## src/rtl/multicycle_control_unit.sv

```systemverilog
// Multi-cycle control unit: sequences FETCH/DECODE/EXEC/MEM/WB with a bounded memory wait.
// Define ILLEGAL_TRAP_EN to add the illegal_instr output and a sticky TRAP state.
module multicycle_control_unit #(
    parameter int unsigned ALU_CTRL_W   = 6,
    parameter int unsigned MEM_TIMEOUT  = 15,
    parameter int unsigned RETIRE_CNT_W = 32
) (
    input  logic                    clk,
    input  logic                    rst_n,
    input  logic                    instr_valid,
    output logic                    instr_ready,
    input  logic [5:0]              opcode,
    input  logic [5:0]              func,
    input  logic                    alu_zero,
    input  logic                    mem_ready,
    output logic                    ir_write,
    output logic                    pc_write,
    output logic                    pc_jump_enable,
    output logic                    pc_conditional_branch,
    output logic [1:0]              alu_operand_source,
    output logic [ALU_CTRL_W-1:0]   alu_control,
    output logic                    dm_read_enable,
    output logic                    dm_write_enable,
    output logic                    rm_write_data_source,
    output logic                    rm_write_enable,
    output logic                    mem_timeout,
    output logic [RETIRE_CNT_W-1:0] retired_count,
`ifdef ILLEGAL_TRAP_EN
    output logic                    illegal_instr,
`endif
    output logic                    busy
);

    localparam logic [5:0] OpRtype = 6'h00;
    localparam logic [5:0] OpAddi  = 6'h08;
    localparam logic [5:0] OpAndi  = 6'h0C;
    localparam logic [5:0] OpBeq   = 6'h04;
    localparam logic [5:0] OpSw    = 6'h2B;
    localparam logic [5:0] OpLw    = 6'h23;

    localparam logic [5:0] FnAdd = 6'h20;
    localparam logic [5:0] FnAnd = 6'h24;
    localparam logic [5:0] FnSub = 6'h22;
    localparam logic [5:0] FnXor = 6'h26;
    localparam logic [5:0] FnJr  = 6'h08;
    localparam logic [5:0] FnNop = 6'h00;

    // Local copy of the shared ALU operation encodings.
    localparam logic [ALU_CTRL_W-1:0] AluNoop = ALU_CTRL_W'(0);
    localparam logic [ALU_CTRL_W-1:0] AluAdd  = ALU_CTRL_W'(1);
    localparam logic [ALU_CTRL_W-1:0] AluSub  = ALU_CTRL_W'(2);
    localparam logic [ALU_CTRL_W-1:0] AluAnd  = ALU_CTRL_W'(3);
    localparam logic [ALU_CTRL_W-1:0] AluXor  = ALU_CTRL_W'(4);

    localparam logic [7:0] WaitLast = 8'(MEM_TIMEOUT - 1);

    typedef enum logic [2:0] {
        StFetch  = 3'd0,
        StDecode = 3'd1,
        StExec   = 3'd2,
        StMem    = 3'd3,
`ifdef ILLEGAL_TRAP_EN
        StTrap   = 3'd5,
`endif
        StWb     = 3'd4
    } state_e;

    typedef enum logic [3:0] {
        InsNop, InsIllegal, InsAdd, InsAnd, InsSub, InsXor,
        InsAddi, InsAndi, InsJr, InsBeq, InsLw, InsSw
    } ins_e;

    state_e state_q, state_d;
    logic [5:0] opcode_q, opcode_d;
    logic [5:0] func_q, func_d;
    logic [7:0] wait_q, wait_d;
    logic [RETIRE_CNT_W-1:0] retired_count_q;
    logic retire;
    ins_e ins;

    assign retired_count = retired_count_q;

    // Classify the latched instruction once; the FSM only looks at the class.
    always_comb begin
        ins = InsIllegal;
        unique case (opcode_q)
            OpRtype: begin
                unique case (func_q)
                    FnAdd:   ins = InsAdd;
                    FnAnd:   ins = InsAnd;
                    FnSub:   ins = InsSub;
                    FnXor:   ins = InsXor;
                    FnJr:    ins = InsJr;
                    FnNop:   ins = InsNop;
                    default: ins = InsIllegal;
                endcase
            end
            OpAddi:  ins = InsAddi;
            OpAndi:  ins = InsAndi;
            OpBeq:   ins = InsBeq;
            OpSw:    ins = InsSw;
            OpLw:    ins = InsLw;
            default: ins = InsIllegal;
        endcase
    end

    always_comb begin
        state_d               = state_q;
        opcode_d              = opcode_q;
        func_d                = func_q;
        wait_d                = wait_q;
        retire                = 1'b0;
        instr_ready           = 1'b0;
        ir_write              = 1'b0;
        pc_write              = 1'b0;
        pc_jump_enable        = 1'b0;
        pc_conditional_branch = 1'b0;
        alu_operand_source    = 2'd0;
        alu_control           = AluNoop;
        dm_read_enable        = 1'b0;
        dm_write_enable       = 1'b0;
        rm_write_data_source  = 1'b0;
        rm_write_enable       = 1'b0;
        mem_timeout           = 1'b0;
        busy                  = 1'b0;
`ifdef ILLEGAL_TRAP_EN
        illegal_instr         = 1'b0;
`endif
        unique case (state_q)
            StFetch: begin
                instr_ready = 1'b1;
                if (instr_valid) begin
                    ir_write = 1'b1;
                    opcode_d = opcode;
                    func_d   = func;
                    state_d  = StDecode;
                end
            end
            StDecode: begin
                busy    = 1'b1;
                state_d = StExec;
`ifdef ILLEGAL_TRAP_EN
                if (ins == InsIllegal) begin
                    illegal_instr = 1'b1;
                    state_d       = StTrap;
                end
`endif
            end
            StExec: begin
                busy = 1'b1;
                unique case (ins)
                    InsAdd: begin
                        alu_control = AluAdd;
                        state_d     = StWb;
                    end
                    InsAnd: begin
                        alu_control = AluAnd;
                        state_d     = StWb;
                    end
                    InsSub: begin
                        alu_control = AluSub;
                        state_d     = StWb;
                    end
                    InsXor: begin
                        alu_control = AluXor;
                        state_d     = StWb;
                    end
                    InsAddi: begin
                        alu_control        = AluAdd;
                        alu_operand_source = 2'd1;
                        state_d            = StWb;
                    end
                    InsAndi: begin
                        alu_control        = AluAnd;
                        alu_operand_source = 2'd1;
                        state_d            = StWb;
                    end
                    InsJr: begin
                        pc_write       = 1'b1;
                        pc_jump_enable = 1'b1;
                        retire         = 1'b1;
                        state_d        = StFetch;
                    end
                    InsBeq: begin
                        alu_operand_source    = 2'd1;
                        pc_jump_enable        = 1'b1;
                        pc_conditional_branch = 1'b1;
                        pc_write              = alu_zero;
                        retire                = 1'b1;
                        state_d               = StFetch;
                    end
                    InsLw, InsSw: begin
                        alu_control        = AluAdd;
                        alu_operand_source = 2'd1;
                        state_d            = StMem;
                    end
                    default: begin
                        retire  = 1'b1;
                        state_d = StFetch;
                    end
                endcase
            end
            StMem: begin
                busy            = 1'b1;
                dm_read_enable  = (ins == InsLw);
                dm_write_enable = (ins == InsSw);
                // A late mem_ready still beats the timeout on the same cycle.
                if (mem_ready) begin
                    wait_d = '0;
                    if (ins == InsLw) begin
                        state_d = StWb;
                    end else begin
                        retire  = 1'b1;
                        state_d = StFetch;
                    end
                end else if (wait_q == WaitLast) begin
                    mem_timeout = 1'b1;
                    wait_d      = '0;
                    state_d     = StFetch;
                end else begin
                    wait_d = wait_q + 8'd1;
                end
            end
            StWb: begin
                busy                 = 1'b1;
                rm_write_enable      = 1'b1;
                rm_write_data_source = (ins == InsLw);
                retire               = 1'b1;
                state_d              = StFetch;
            end
`ifdef ILLEGAL_TRAP_EN
            StTrap: begin
                busy = 1'b1;
            end
`endif
            default: begin
                state_d = StFetch;
            end
        endcase
    end

    always_ff @(posedge clk or negedge rst_n) begin
        if (!rst_n) begin
            state_q         <= StFetch;
            opcode_q        <= '0;
            func_q          <= '0;
            wait_q          <= '0;
            retired_count_q <= '0;
        end else begin
            state_q  <= state_d;
            opcode_q <= opcode_d;
            func_q   <= func_d;
            wait_q   <= wait_d;
            if (retire) begin
                retired_count_q <= retired_count_q + RETIRE_CNT_W'(1);
            end
        end
    end

endmodule

```

## config.mk

```make
export PLATFORM = sky130hd
export DESIGN_NAME = multicycle_control_unit
export DESIGN_NICKNAME = d
export VERILOG_FILES = /design/src/rtl/multicycle_control_unit.sv
export SDC_FILE = /design/constraint.sdc
export NUM_CORES = 1
export LEC_CHECK = 0
export ABC_AREA = 1
export CAP_MARGIN = 20
export CORE_MARGIN = 4
export CORE_UTILIZATION = 55
export CTS_CLUSTER_SIZE = 14
export DETAILED_ROUTE_END_ITERATION = 7
export GPL_TIMING_DRIVEN = 1
export PLACE_DENSITY = 0.84
export SLEW_MARGIN = 20
export SYNTH_ARGS = -nofsm -noshare
export SYNTH_HDL_FRONTEND = slang
export SYNTH_SLANG_ARGS = --single-unit
```

## constraint.sdc

```tcl
create_clock -name clk -period 2.4 [get_ports clk]
set_input_delay 0.48 -clock clk [delete_from_list [all_inputs] [get_ports clk]]
set_output_delay 0.48 -clock clk [all_outputs]
set_load 0.02 [all_outputs]
```

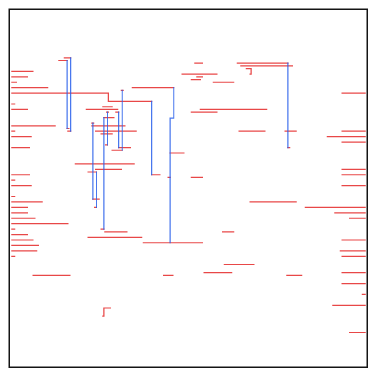
Fig. 1. Metal layers overlaid (run 1).
Scale: 4 px per um. Only two layers are drawn.
[blue] metal 4 | wire length: 202 um
[red] metal 3 | wire length: 514 um
Tot GR Track Use: 25.2%
WL/cell: 13.9 um
final wirelength: 9660 um
Vias: 3734

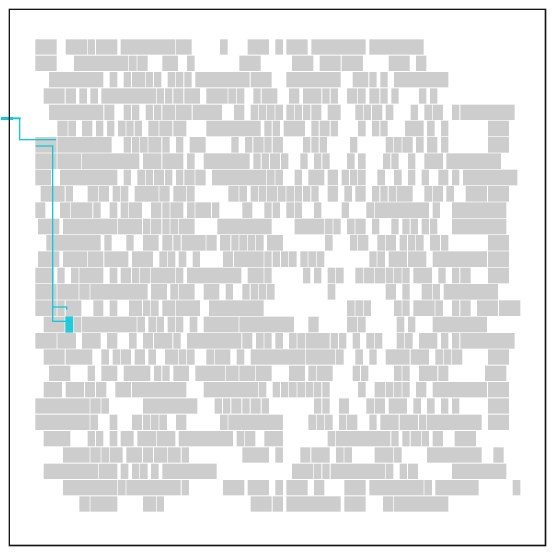
Fig. 2. Port wiring (run 1).
Scale: 6 px per um.
[cyan] `ir_write` | bits: 1 | direction: output | edge: left | end cells: 1 | buffers: 1 | wire: 48.1 um

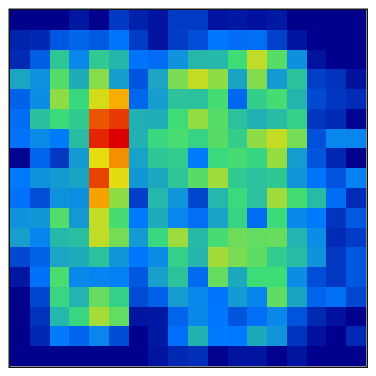
Fig. 3. Wiring heat map (run 1).
Scale: 4 px per um. 18 x 18 tiles, from dark blue (low) to red (high), scaled to the fullest tile. Values are wire area over tile area, all layers added.
fullest tile: 0.64
tiles over half the peak: 18%
mean over tiles: 0.20
nearly empty tiles: 11%

==> impl_metrics.json, run 1 <==
{
  "status": "complete, no violations",
  "path_max_fanout": 5,
  "skew_ps": 8.70,
  "fmax_mhz": 426,
  "reg2regPathDepth": 9,
  "hpwl_um": 7290,
  "critPathSlowestCell": "dfrtp_2",
  "holdBufCountCts": 0,
  "num_rows": 29,
  "cts_sinks": 55,
  "path_delay_family": "simple AND/OR/NAND/NOR gates",
  "grt_pass1_wl_um": 15800,
  "cap_violations": 0,
  "power_leakage_nw": 2.12,
  "setup_viol": 0,
  "cp_num_buf_inv": 2,
  "syn_area_sq_um": 3620,
  "synthToLayoutAreaGrowth_pct": 25.5,
  "ir_drop_v": 0.000561,
  "fin_ws_ps": 52.3,
  "boundaryPins": 68
}
==> run 1: worst max path at each step <==
stage / start / to / slack [ps] / cells past startpoint
floorplan: opcode_q[0]$_DFFE_PN0P_ / pc_conditional_branch / 340 / 9
global placement: opcode_q[5]$_DFFE_PN0P_ / alu_control[1] / 3 / 8
detailed placement: opcode_q[5]$_DFFE_PN0P_ / alu_control[1] / -50 / 8
CTS: opcode_q[1]$_DFFE_PN0P_ / pc_write / -0.5 / 9
global route: opcode_q[0]$_DFFE_PN0P_ / pc_write / -70 / 10
finish: opcode_q[5]$_DFFE_PN0P_ / pc_write / 50 / 9
==> run 1: power groups by stage <==
| stage | clock network [W] | registers, W | logic, W |
|---|---|---|---|
| after global placement | 0 | 0.00135 | 0.00150 |
| after floorplan | 0 | 0.00136 | 0.00102 |
| final | 0.000516 | 0.00139 | 0.00165 |
| after detailed placement | 0 | 0.00136 | 0.00157 |
| after CTS | 0.000530 | 0.00135 | 0.00158 |
| after global routing | 0.000561 | 0.00142 | 0.00184 |
==> run 1: synth_stat cells (all sizes together) <==
cell    count  area (sq um)
xor2       15           131
clkbuf      1          3.75
a21oi       3          15.0
nand4       3          33.8
xnor2       4          35.0
conb        1          3.75
o21ai      16          80.1
mux2        3          33.8
inv        52           195
o221ai      1          8.76
nand3b      9          67.6
dfrtp      55          1380
nor2       74           315
nand3      54           270
nand2     208           788
o211ai      1          7.51
buf        14          80.1
ha          3          37.5
a31oi       2          18.8
o22ai       4          25.0
o31ai       1          7.51
nor3       17          85.1
==> run 1: cell type report <==
cell class / instances / share of cell area, %
clock buffer: 6 / 1.60
clock inverter: 2 / 0.275
inverter: 52 / 4.30
multi-input combinational: 422 / 44.7
sequential: 55 / 30.4
tap: 77 / 2.12
timing repair buffer: 80 / 16.7
==> run 1: kinds of logic (layout without fill, tap and decap cells) <==
group,Yosys count,after routing
xor+xnor,19,19
buf+inv,67,140
compound gates,28,28
other cells,1,4
mux,3,3
flops,55,55
simple gates,365,365
fa+ha+maj,3,3
==> run 1: registers in the layout, summed over array words and instances (netlist names) <==
signal	flops
retired_count	32
wait_q	8
opcode_q	6
state_q	3
func_q	6
==> run 1: repair_timing <==
item	4_1_cts	5_1_grt
gates resized	22	27
pin swaps	0	3
endpoints found under the setup margin	12	10
setup buffers	0	1
==> run 1: per-layer routing <==
metal / wire, um / up-vias / GRT usage (%) / part of all wire (%)
met2: 5020 / 130 / 46.9 / 52
met1: 3920 / 1732 / 29.1 / 41
li1: - / 1848 / - / -
met3: 514 / 24 / 4.33 / 5.3
met5: 0 / - / 0 / 0
met4: 202 / 0 / 7.85 / 2.1
==> run 1: metrics by stage <==
stage          setup TNS, ps  instances  hold slack (ps)  total power, W  cell area (sq um)
2_1_floorplan              0        544              184         0.00238               3630
3_3_place_gp               0        685              515         0.00285               4400
3_5_place_dp           -92.0        685              540         0.00293               4400
4_1_cts               -0.522        693              189         0.00346               4490
5_1_grt                 -241        694              225         0.00382               4540
6_report                   0        694              177         0.00355               4540
Fig. 4: run 1, placed standard cells
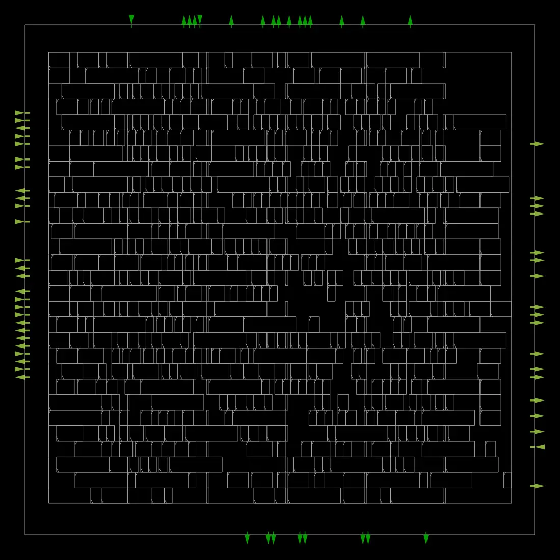

==> run 1 -> run 2 <==
Settings changed: CORE_MARGIN 4 to 1, CORE_UTILIZATION 55 to 40, PLACE_DENSITY 0.84 to unset.
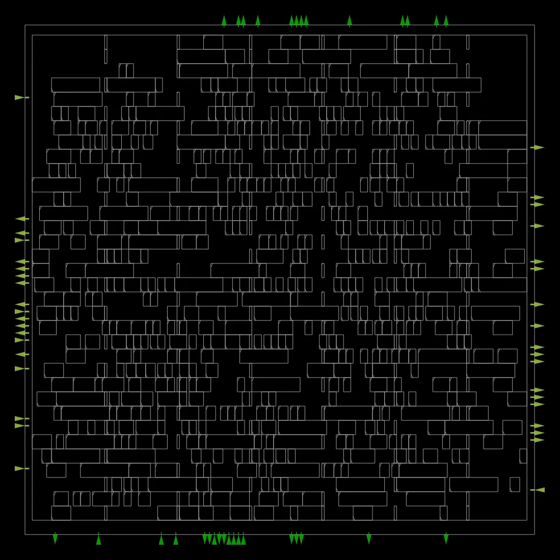
Fig. 5. Placed standard cells (run 2).
Well-Tap Cells: 108
fin util: 52.7%

==> run 2 against run 1 <==
  * Via count down 4.0%
  * Worst hold slack worse by 61 ps
  * Global-route usage down 3.8 points
  * Critical path type unchanged
  * Largest power group unchanged
  * Highest routed layer unchanged
==> impl_metrics.json, run 2 <==
{
  "top_cells_by_area": "dfrtp_1 (38%), nand2_1 (21%), nand3_1 (7.5%)",
  "status": "complete, no violations",
  "grt_usage_pct": 21.3,
  "async_flop_share_pct": 100,
  "syn_area_sq_um": 3620,
  "wirelength_um": 9360,
  "largest_reg_flops": 32,
  "top_cell_area_share_pct": 38.0,
  "fin_ws_ps": 92.2,
  "skew_ps": 12.3,
  "synth_top_cell_by_area": "dfrtp_1",
  "hpwl_um": 7280,
  "hold_ws_ps": 116,
  "ir_drop_v": 0.000501,
  "boundaryPins": 68,
  "finalPower_w": 0.00357,
  "finalNonFillerCells": 729,
  "path_max_fanout": 3,
  "vias": 3586,
  "fin_area_sq_um": 4600,
  "placedCellCount": 717,
  "setup_viol": 0
}
run 2: area by class of cell:
cell class	instances	area share, %
Clock inverter	2	0.354
Multi-Input combinational cell	422	43.9
Tap cell	108	2.94
Inverter	52	4.25
Timing Repair Buffer	84	16.8
Sequential cell	55	29.9
Clock buffer	6	1.80
run 2: power groups by stage:
stage	registers [W]	clock network (W)	logic, W
2_1_floorplan	0.00136	0	0.00102
3_3_place_gp	0.00134	0	0.00158
3_5_place_dp	0.00135	0	0.00160
4_1_cts	0.00134	0.000586	0.00161
5_1_grt	0.00138	0.000626	0.00187
6_report	0.00134	0.000565	0.00166
run 2: worst max-delay path: stages, from the launching register on:
cell     delay (ps)
dfrtp_1         440
nor2_4          140
buf_4           120
nand2_1          80
o21ai_0          90
nand3_1         100
nor2_1          150
nand3_1         100
a21oi_2         150
buf_4           160
run 2: stage by stage:
step	util, %	setup TNS, ps
2_1_floorplan	-	0
3_3_place_gp	51.0	-13.6
3_5_place_dp	51.0	-124
4_1_cts	52.2	0
5_1_grt	52.7	-83.4
6_report	52.7	0
run 2: logic make-up after synthesis:
kind of cell	after synthesis	synth area share [%]
other cells	1	0.104
fa+ha+maj	3	1.04
mux	3	0.933
simple gates	365	43.1
buf+inv	67	7.71
xor+xnor	19	4.60
compound gates	28	4.49
flops	55	38.0
run 2: what timing repair did:
item / 4_1_cts / 5_1_grt
setup buffers: 0 / 4
pin swaps: 0 / 6
resized: 21 / 20
setup endpoints to repair: 12 / 6
hold endpoints to repair: 0 / 0
run 2: worst max-delay path by stage:
stage,from,endpoint,slack (ps),cells past startpoint
finish,opcode_q[4]$_DFFE_PN0P_,alu_control[1],90,9
global route,opcode_q[4]$_DFFE_PN0P_,pc_conditional_branch,-50,10
CTS,opcode_q[0]$_DFFE_PN0P_,pc_conditional_branch,0.7,10
detailed placement,opcode_q[1]$_DFFE_PN0P_,alu_control[1],-60,8
global placement,opcode_q[1]$_DFFE_PN0P_,alu_control[1],-10,8
floorplan,opcode_q[0]$_DFFE_PN0P_,pc_conditional_branch,340,9
run 2: metal layers:
layer / track usage, % / up-vias / routed length, um / part of all wire (%)
li1: - / 1869 / - / -
met1: 27.4 / 1634 / 4340 / 46
met2: 37.1 / 71 / 4550 / 49
met3: 3.09 / 12 / 319 / 3.4
met4: 6.31 / 0 / 146 / 1.6
met5: 0 / - / 0 / 0
Fig. 6: run 2, wiring heat map
Scale: 4 px per um. 19 x 19 tiles, from dark blue (low) to red (high), scaled to the fullest tile. Values are wire area over tile area, all layers added.
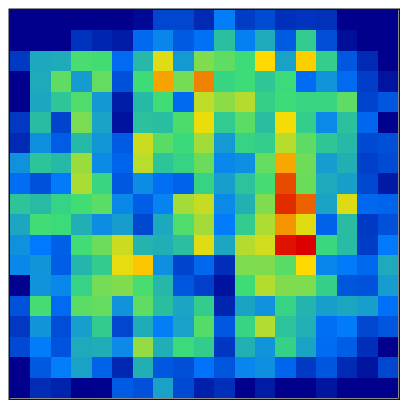

==> run 2 -> run 3 <==
Settings changed: CAP_MARGIN 20 to 15, CORE_UTILIZATION 40 to 57, GPL_TIMING_DRIVEN 1 to 0, PLACE_DENSITY set to 0.86.
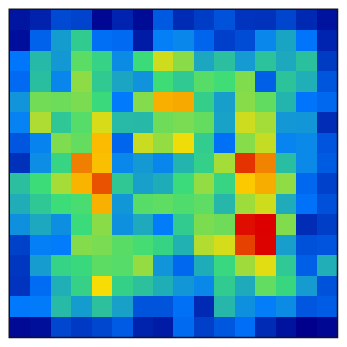
Fig. 7. Wiring heat map (run 3).
Scale: 4 px per um. 16 x 16 tiles, from dark blue (low) to red (high), scaled to the fullest tile. Values are wire area over tile area, all layers added.
densest ninth of the die: middle left
nearly empty tiles: 1.6%
fullest tile: 0.59
tiles over half the peak: 29%
mean over tiles: 0.23
final wirelength: 9560 um
Tot GR Track Use: 30.3%

==> run 3 against run 2 <==
  * Non-clock buffer count shrank 1
  * Final area decreased by 1.6%
  * Worst hold slack improved by 62 ps
  * Maximum frequency is 2.0% lower
  * Final cell count is 4.7% lower
  * Total power increased by 0.73%
==> impl_metrics.json, run 3 <==
{
  "cp-startpoint": "opcode_q[1]$_DFFE_PN0P_",
  "holdBufCountCts": 0,
  "synth_top_cell_by_area": "dfrtp_1",
  "fmax_mhz": 425,
  "cts_sinks": 55,
  "syn_area_sq_um": 3620,
  "final_util_pct": 75.1,
  "top_cell_area_share_pct": 38.0,
  "boundaryPins": 68,
  "reg2regPathDepth": 12,
  "critPathSlowestCell": "dfrtp_1",
  "power_leakage_nw": 2.09,
  "path_common_cell": "nand3_1",
  "cap_violations": 0,
  "fin_nets": 639,
  "fin_ws_ps": 44.8,
  "synth-edff-count": 0,
  "worstReg2RegEnd": "retired_count[30]$_DFFE_PN0P_",
  "postRouteAntennaNets": 0,
  "top_cells_by_area": "dfrtp_1 (38%), nand2_1 (21%), nand3_1 (7.5%)",
  "globalplace.congestion": 0.963,
  "synth_stat.cells": 541,
  "ir_drop_v": 0.000701,
  "finalNonFillerCells": 695,
  "path_clk_slew_ps": 110,
  "num_rows": 28,
  "final_common_cell": "nand2_1",
  "grt_pass1_wl_um": 15600,
  "placedCellCount": 682,
  "flop_cell": "dfrtp_1",
  "hpwl_um": 7180,
  "synthToLayoutAreaGrowth_pct": 25.0,
  "cts_tree": "done",
  "cp_cell_sequence": "nor2_4 -> nand2_2 -> o21ai_0 -> nand3_1 -> nor2_2 -> nand3_1 -> a21oi_1 -> buf_4",
  "finalPower_w": 0.00359,
  "path_max_fanout": 6,
  "most_common_cell": "nand2_1",
  "synth_cell_types": 29,
  "syn_inst": 541,
  "synth.top_cells.by_count": "nand2_1 (205), nor2_1 (65), dfrtp_1 (55), nand3_1 (54), inv_1 (41)",
  "status": "complete, no violations",
  "vias": 3762,
  "wire_per_inst_um": 13.7,
  "setup_viol": 0,
  "slowest_delay_ps": 450
}
## run 3: repair_timing
item	4_1_cts	5_1_grt
setup endpoints to repair	13	11
resized	32	29
pin swaps	2	8
endpoints found under the hold margin	0	0
setup buffers	0	5
## run 3: metal layers
metal / track usage (%) / vias to the layer above / wire [um]
met4: 10.2 / 0 / 216
met3: 4.56 / 21 / 472
met5: 0 / - / 0
met1: 35.9 / 1748 / 4010
li1: - / 1853 / -
met2: 55.3 / 140 / 4860
## run 3: how the worst max path moves through the flow
stage / endpoint / depth (start not counted)
after floorplan: pc_conditional_branch / 9
after global placement: func_q[5]$_DFFE_PN0P_ / 1
after detailed placement: ir_write / 5
after CTS: pc_write / 10
after global routing: pc_conditional_branch / 10
final: alu_control[1] / 8
## run 3: critical path, delay by kind of cell (launching register included)
kind | cells | cell delay (ps)
AOI/OAI and AO/OA | 2 | 220
buffers and inverters | 1 | 160
DFF | 1 | 450
and+or+nand+nor | 5 | 720
## run 3: area by class of cell
cell class | count | area, sq um | share of cell area [%]
clock buffers | 5 | 68.8 | 1.52
clock inverters | 3 | 23.8 | 0.525
repair buffers | 68 | 631 | 13.9
inverters | 52 | 195 | 4.31
multi-input cells | 422 | 2050 | 45.3
well taps | 75 | 93.8 | 2.07
flip-flops and latches | 55 | 1380 | 30.5
plain buffers | 15 | 85.1 | 1.88
## run 3: power breakdown
group / switching [W] / internal [W]
Sequential: 0.000264 / 0.00114
Clock: 0.000337 / 0.000210
Combinational: 0.00105 / 0.000593
Total: 0.00165 / 0.00194
## run 3: cells by family (layout without fill, tap and decap cells)
kind of cell | count (synthesis) | after routing | share of synthesized area, %
xor gates and xnor gates | 19 | 19 | 4.60
other | 1 | 4 | 0.104
DFF | 55 | 55 | 38.0
AOI/OAI and AO/OA | 28 | 28 | 4.49
and+or+nand+nor | 365 | 365 | 43.1
adders and majority gates | 3 | 3 | 1.04
muxes | 3 | 3 | 0.933
buffers and inverters | 67 | 143 | 7.71
## run 3: per-stage QoR
| stage | TNS, ps | hold slack, ps | area (sq um) |
|---|---|---|---|
| after floorplan | 0 | 184 | 3630 |
| after global placement | -43840 | 522 | 4360 |
| after detailed placement | -612 | 532 | 4350 |
| after CTS | 0 | 232 | 4460 |
| after global routing | -145 | 264 | 4530 |
| final | 0 | 178 | 4530 |

==> gallery <==
Sequential cells coloured by netlist name.
Scale: 6 px per um. Other sequential cells in the stronger grey, the rest of the logic in the fainter grey.
shot_01.png
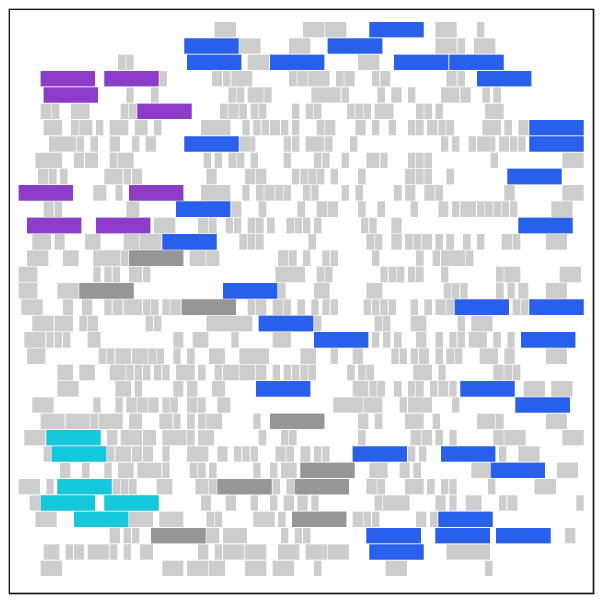
shot_02.png
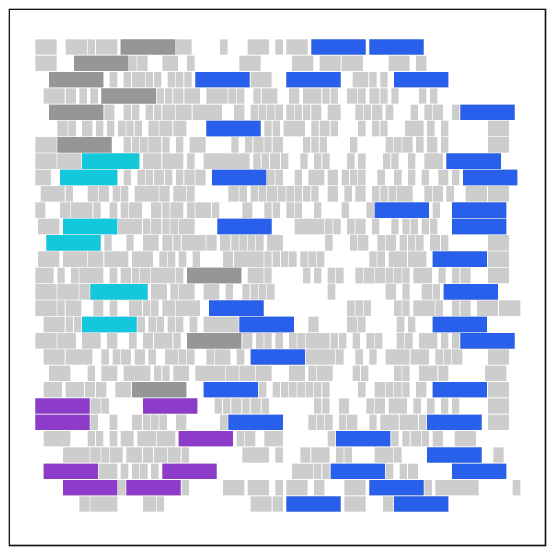
shot_03.png
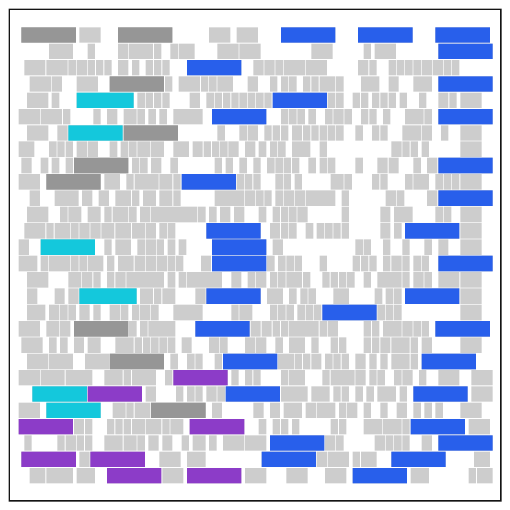
- smallest die: shot_03.png
- largest die: shot_01.png
run 3: shot_03.png
run 2: shot_01.png
run 1: shot_02.png

Key to shot_02.png:
[cyan] `opcode_q` | flops: 6 | where: middle left
[purple] `wait_q` | flops: 8 | where: lower left
[blue] `retired_count` | flops: 32

Power and IR drop assume default switching activity.
